<file path="src/rtl/mod_pkg.sv">
// Shared constants and types for the modular accumulator controller.
// The data width and operation encoding match the external modular adder.
package mod_pkg;

   localparam int W = 4;

   localparam logic OP_ADD = 1'b0;
   localparam logic OP_SUB = 1'b1;

   typedef enum logic [1:0] {
      IDLE = 2'd0,
      CALC = 2'd1,
      HOLD = 2'd2
   } state_t;

endpackage : mod_pkg

</file>
<file path="src/rtl/mod_accumulator.sv">
// Running modulo-M accumulator wrapped around an external combinational adder.
// Operands arrive on a valid/ready stream and each result leaves on another.
module mod_accumulator #(
   parameter int M = 8,
   parameter int W = 4
) (
   input  logic         clk,
   input  logic         rst_n,
   input  logic         in_valid,
   output logic         in_ready,
   input  logic         in_op,
   input  logic         in_load,
   input  logic [W-1:0] in_data,
   output logic         add_s,
   output logic [W-1:0] add_x,
   output logic [W-1:0] add_y,
   input  logic [W-1:0] add_z,
   output logic         out_valid,
   input  logic         out_ready,
   output logic [W-1:0] out_data,
   output logic         err,
   output logic [7:0]   op_count
);

   import mod_pkg::*;

   // One extra bit so that M = 16 is still representable for the range check.
   localparam logic [W:0] M_LIM = (W+1)'(M);

   state_t       state_r;
   state_t       state_s;
   logic [W-1:0] acc_r;
   logic [W-1:0] acc_s;
   logic [W-1:0] opnd_r;
   logic [W-1:0] opnd_s;
   logic         op_r;
   logic         op_s;
   logic [7:0]   cnt_r;
   logic [7:0]   cnt_s;
   logic         err_r;
   logic         err_s;
   logic         in_ready_r;
   logic         out_valid_r;
   logic         accept_s;
   logic         range_ok_s;

   assign accept_s   = in_valid && in_ready_r;
   assign range_ok_s = ({1'b0, in_data} < M_LIM);

   // Next-state, accumulator, operand and counter update logic.
   always_comb begin
      state_s = state_r;
      acc_s   = acc_r;
      opnd_s  = opnd_r;
      op_s    = op_r;
      cnt_s   = cnt_r;
      err_s   = 1'b0;
      case (state_r)
         IDLE: begin
            if (accept_s) begin
               if (!range_ok_s) begin
                  err_s   = 1'b1;
                  state_s = IDLE;
               end else if (in_load) begin
                  acc_s   = in_data;
                  state_s = HOLD;
               end else begin
                  opnd_s  = in_data;
                  op_s    = in_op;
                  state_s = CALC;
               end
            end else begin
               state_s = IDLE;
            end
         end
         CALC: begin
            acc_s   = add_z;
            state_s = HOLD;
         end
         HOLD: begin
            if (out_ready) begin
               cnt_s   = cnt_r + 8'd1;
               state_s = IDLE;
            end else begin
               state_s = HOLD;
            end
         end
         default: begin
            state_s = IDLE;
         end
      endcase
   end

   // State and datapath registers; handshake flags are registered from the next state.
   always_ff @(posedge clk or negedge rst_n) begin
      if (!rst_n) begin
         state_r     <= IDLE;
         acc_r       <= '0;
         opnd_r      <= '0;
         op_r        <= OP_ADD;
         cnt_r       <= 8'd0;
         err_r       <= 1'b0;
         in_ready_r  <= 1'b1;
         out_valid_r <= 1'b0;
      end else begin
         state_r     <= state_s;
         acc_r       <= acc_s;
         opnd_r      <= opnd_s;
         op_r        <= op_s;
         cnt_r       <= cnt_s;
         err_r       <= err_s;
         in_ready_r  <= (state_s == IDLE);
         out_valid_r <= (state_s == HOLD);
      end
   end

   // Operand register only changes on an add/sub accept, so add_s/add_y hold outside CALC.
   assign add_s     = op_r;
   assign add_x     = acc_r;
   assign add_y     = opnd_r;
   assign out_data  = acc_r;
   assign in_ready  = in_ready_r;
   assign out_valid = out_valid_r;
   assign err       = err_r;
   assign op_count  = cnt_r;

endmodule : mod_accumulator

</file>
<file path="config.mk">
export PLATFORM = sky130hd
export DESIGN_NAME = mod_accumulator
export DESIGN_NICKNAME = d
export VERILOG_FILES = /design/src/rtl/mod_pkg.sv /design/src/rtl/mod_accumulator.sv
export SDC_FILE = /design/constraint.sdc
export NUM_CORES = 1
export LEC_CHECK = 0
export CORE_MARGIN = 1
export CORE_UTILIZATION = 45
export DETAILED_ROUTE_END_ITERATION = 8
export PLACE_DENSITY = 0.82
export REMOVE_ABC_BUFFERS = 1
export SYNTH_ARGS = -nofsm -noshare
export SYNTH_HDL_FRONTEND = slang
export SYNTH_SLANG_ARGS = --single-unit
export TNS_END_PERCENT = 10
</file>
<file path="constraint.sdc">
create_clock -name clk -period 4.8 [get_ports clk]
set_input_delay 0.96 -clock clk [delete_from_list [all_inputs] [get_ports clk]]
set_output_delay 0.96 -clock clk [all_outputs]
set_load 0.01 [all_outputs]
</file>
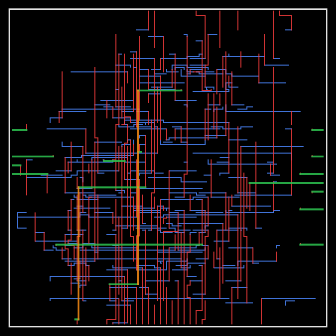
(images/layers.png)
| layer | color | wire length |
|---|---|---|
| M3 | green | 88.8 microns |
| M1 | blue | 864 microns |
| M2 | red | 1060 microns |
| M4 | orange | 50.3 microns |
Post-Route WL: 2.059 mm
routed wire length per instance: 14.30 microns
global-route usage over all layers: 19.64%
routed vias: 759

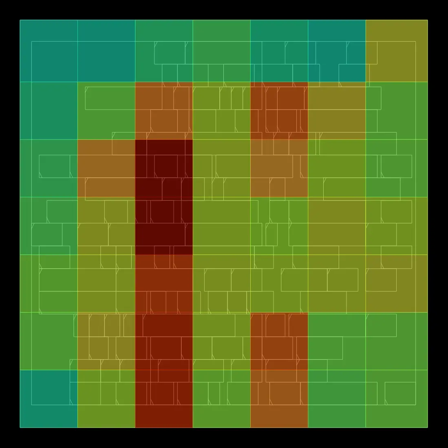
(images/congestion_map.png)
met2 usage: 30.79%
fraction of the core area covered by cells at the end of the flow: 69.63%
Global Route met3 Usage: 3.115%
global-route met1 utilization: 24.84%
routing layer with the top usage in global route: met2

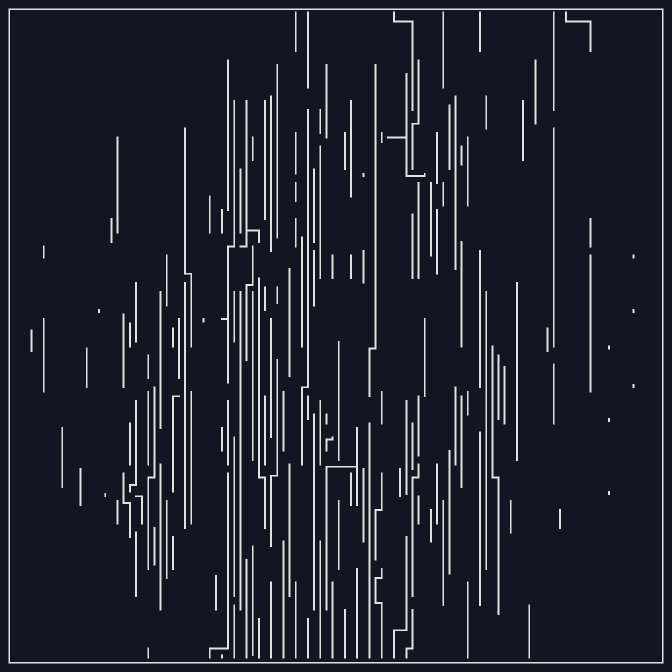
(images/m2.png)
nets with wire on the layer: 115
longest straight run: 23.8 microns
main direction: vertical
share of all routed wire: 51%
wire length on this layer: 1060 microns

==> notes.org <==
#+TITLE: Physical design notes

** Status
- Result of the run :: complete, no violations

** Route
- Via density per instance :: 5.271
- In the routed design, unresolved DRC markers number 0.
- First drt pass iteration count :: 4

** Die
- Core outline area :: 2002 sq um
- Top-level port count :: 38
- The initial utilization of the core area, before any placement, comes to 49.25%.
- Die outline area :: 2382 sq um

** Logic synthesis
- Cell area after synthesis :: 985.9 sq um
- Average instance area after synthesis :: 11.88 sq um

** Clock tree
- CTS Hold Buffers Added :: 0
- TritonCTS built the clock tree.
- The cell sitting at the root of the clock tree is a clkbuf_4.
- Clock transition at the register clock pins on the worst setup and hold paths after CTS :: 0.12 ns
- Total CTS buffers :: 3
- Maximum level of the CTS H-tree :: 1

** Layout
- Leaving out fill and tap cells, the most frequent cell in the layout is clkdlybuf4s50_1.
- The area growth from synthesis to layout is 41.37%.
- Commonest cells after routing, fill and taps aside :: clkdlybuf4s50_1 (37), dfrtp_1 (21), nor3_1 (8)
- Design area :: 1394 sq um
- Layout cells sized above 1 :: 8.547%

** Final timing
- Hold timing on the final database bottoms out at a slack of 0.4820 ns.
- Final worst-path setup slack :: 2.415 ns
- The worst pin sits at a relative slew slack of 38.90%.
- For the final routed database, the setup TNS stands at 0 ns.
- OpenROAD reports that the post-layout worst path occupies 49.69% of the period.
- Minimum period implied by the final worst setup slack :: 2.385 ns
- Unrepaired setup endpoints after global routing :: no

** Power
- Cell internal power dissipation :: 0.5139 mW
- The script computed the net switching share of total power as 30.44%.
- The analysis reports a worst IR drop on VDD of 0.3754 mV.
- The script extracted a net switching power of 0.2249 mW.
- Part of the power in the clock network :: 19.5%
- The final power report lists total power as 0.7389 mW.
- Leak :: 0.6146 nW

** Setup path
- Critical Setup Path Class :: reg -> out
- Worst-path fanout max :: 4
- The slowest stage of the critical path is the dfstp_2 cell.
- In this design, the largest share of critical-path delay is due to flip-flops.
- Critical Path AT :: 1.43 ns
- The script reports the combined buffer and inverter count of the critical path as 1.
- Peak per-stage delay on the critical path :: 0.57 ns

** Global route
- Via count of the first global-routing pass :: 707
- The global route stage reports its total congestion overflow as 0.

** Place
- Port buffer count :: 37

** Flow run
- Count of warning messages emitted by the tools :: 25
==> power groups by stage <==
stage | clock (mW) | combinational (mW) | sequential (mW)
4_1_cts | 0.146 | 0.294 | 0.304
6_report | 0.144 | 0.291 | 0.304
3_5_place_dp | 0 | 0.293 | 0.306
2_1_floorplan | 0 | 0.0857 | 0.334
3_3_place_gp | 0 | 0.287 | 0.303
5_1_grt | 0.153 | 0.312 | 0.314
==> flip-flops by register name, indices dropped and copies added (netlist names) <==
register	flops
op_count	8
out_valid	1
state_r	2
err	1
in_ready	1
add_y	4
add_s	1
add_x	4
==> synthesized netlist by cell type, types with 3 or more instances <==
cell | n | area share [%]
o31ai_1 | 3 | 2.3
nor2_1 | 4 | 1.5
mux2_4 | 4 | 6.1
nand2_1 | 3 | 1.1
dfrtp_1 | 21 | 53
xor2_1 | 5 | 4.4
o22ai_1 | 3 | 1.9
buf_4 | 4 | 3.0
nor3_1 | 8 | 4.1
nor4_1 | 3 | 1.9
==> cell type report <==
type,count,area [sq um]
clock inverters,1,30.03
multi-input cells,52,377.9
clock buffers,3,22.52
repair buffers,37,370.4
inverters,2,7.507
well taps,27,33.78
fillers,149,608.1
flip-flops and latches,22,551.8
==> cells by family after synthesis <==
family / Yosys count / synth area share [%]
simple gates: 30 / 17.39
flops: 22 / 55.96
compound gates: 9 / 6.218
buf+inv: 9 / 5.711
xor+xnor: 7 / 6.218
mux: 5 / 7.234
fa+ha+maj: 1 / 1.269
==> metrics by stage <==
step	utilization [%]	std cells
floorplan	-	76
global placement	67.00	140
detailed placement	67.00	140
CTS	69.63	144
global route	69.63	144
finish	69.63	144
==> per-layer routing <==
layer	wire length, microns	up-vias	GRT usage [%]
li1	-	369	-
met1	864	365	24.84
met2	1055	20	30.79
met3	88	5	3.115
met4	50	0	13.73
met5	0	-	0
==> path summary, 6_finish.rpt <==
check,start,to,slack (ns),cells past startpoint
worst min register to register,op_count[7]$_DFFE_PN0P_,op_count[7]$_DFFE_PN0P_,0.48,1
min in group asynchronous,rst_n,add_y[1]$_DFFE_PN0P_,1.14,1
max in group asynchronous,rst_n,add_x[0]$_DFFE_PN0P_,3.11,1
worst min-delay path,op_count[7]$_DFFE_PN0P_,op_count[7]$_DFFE_PN0P_,0.48,1
worst max-delay path,in_ready$_DFF_PN1_,in_ready,2.41,1
worst max register to register,state_r[0]$_DFF_PN0_,add_s$_DFFE_PN0P_,2.92,3
Power is estimated from default activity; no workload was simulated.
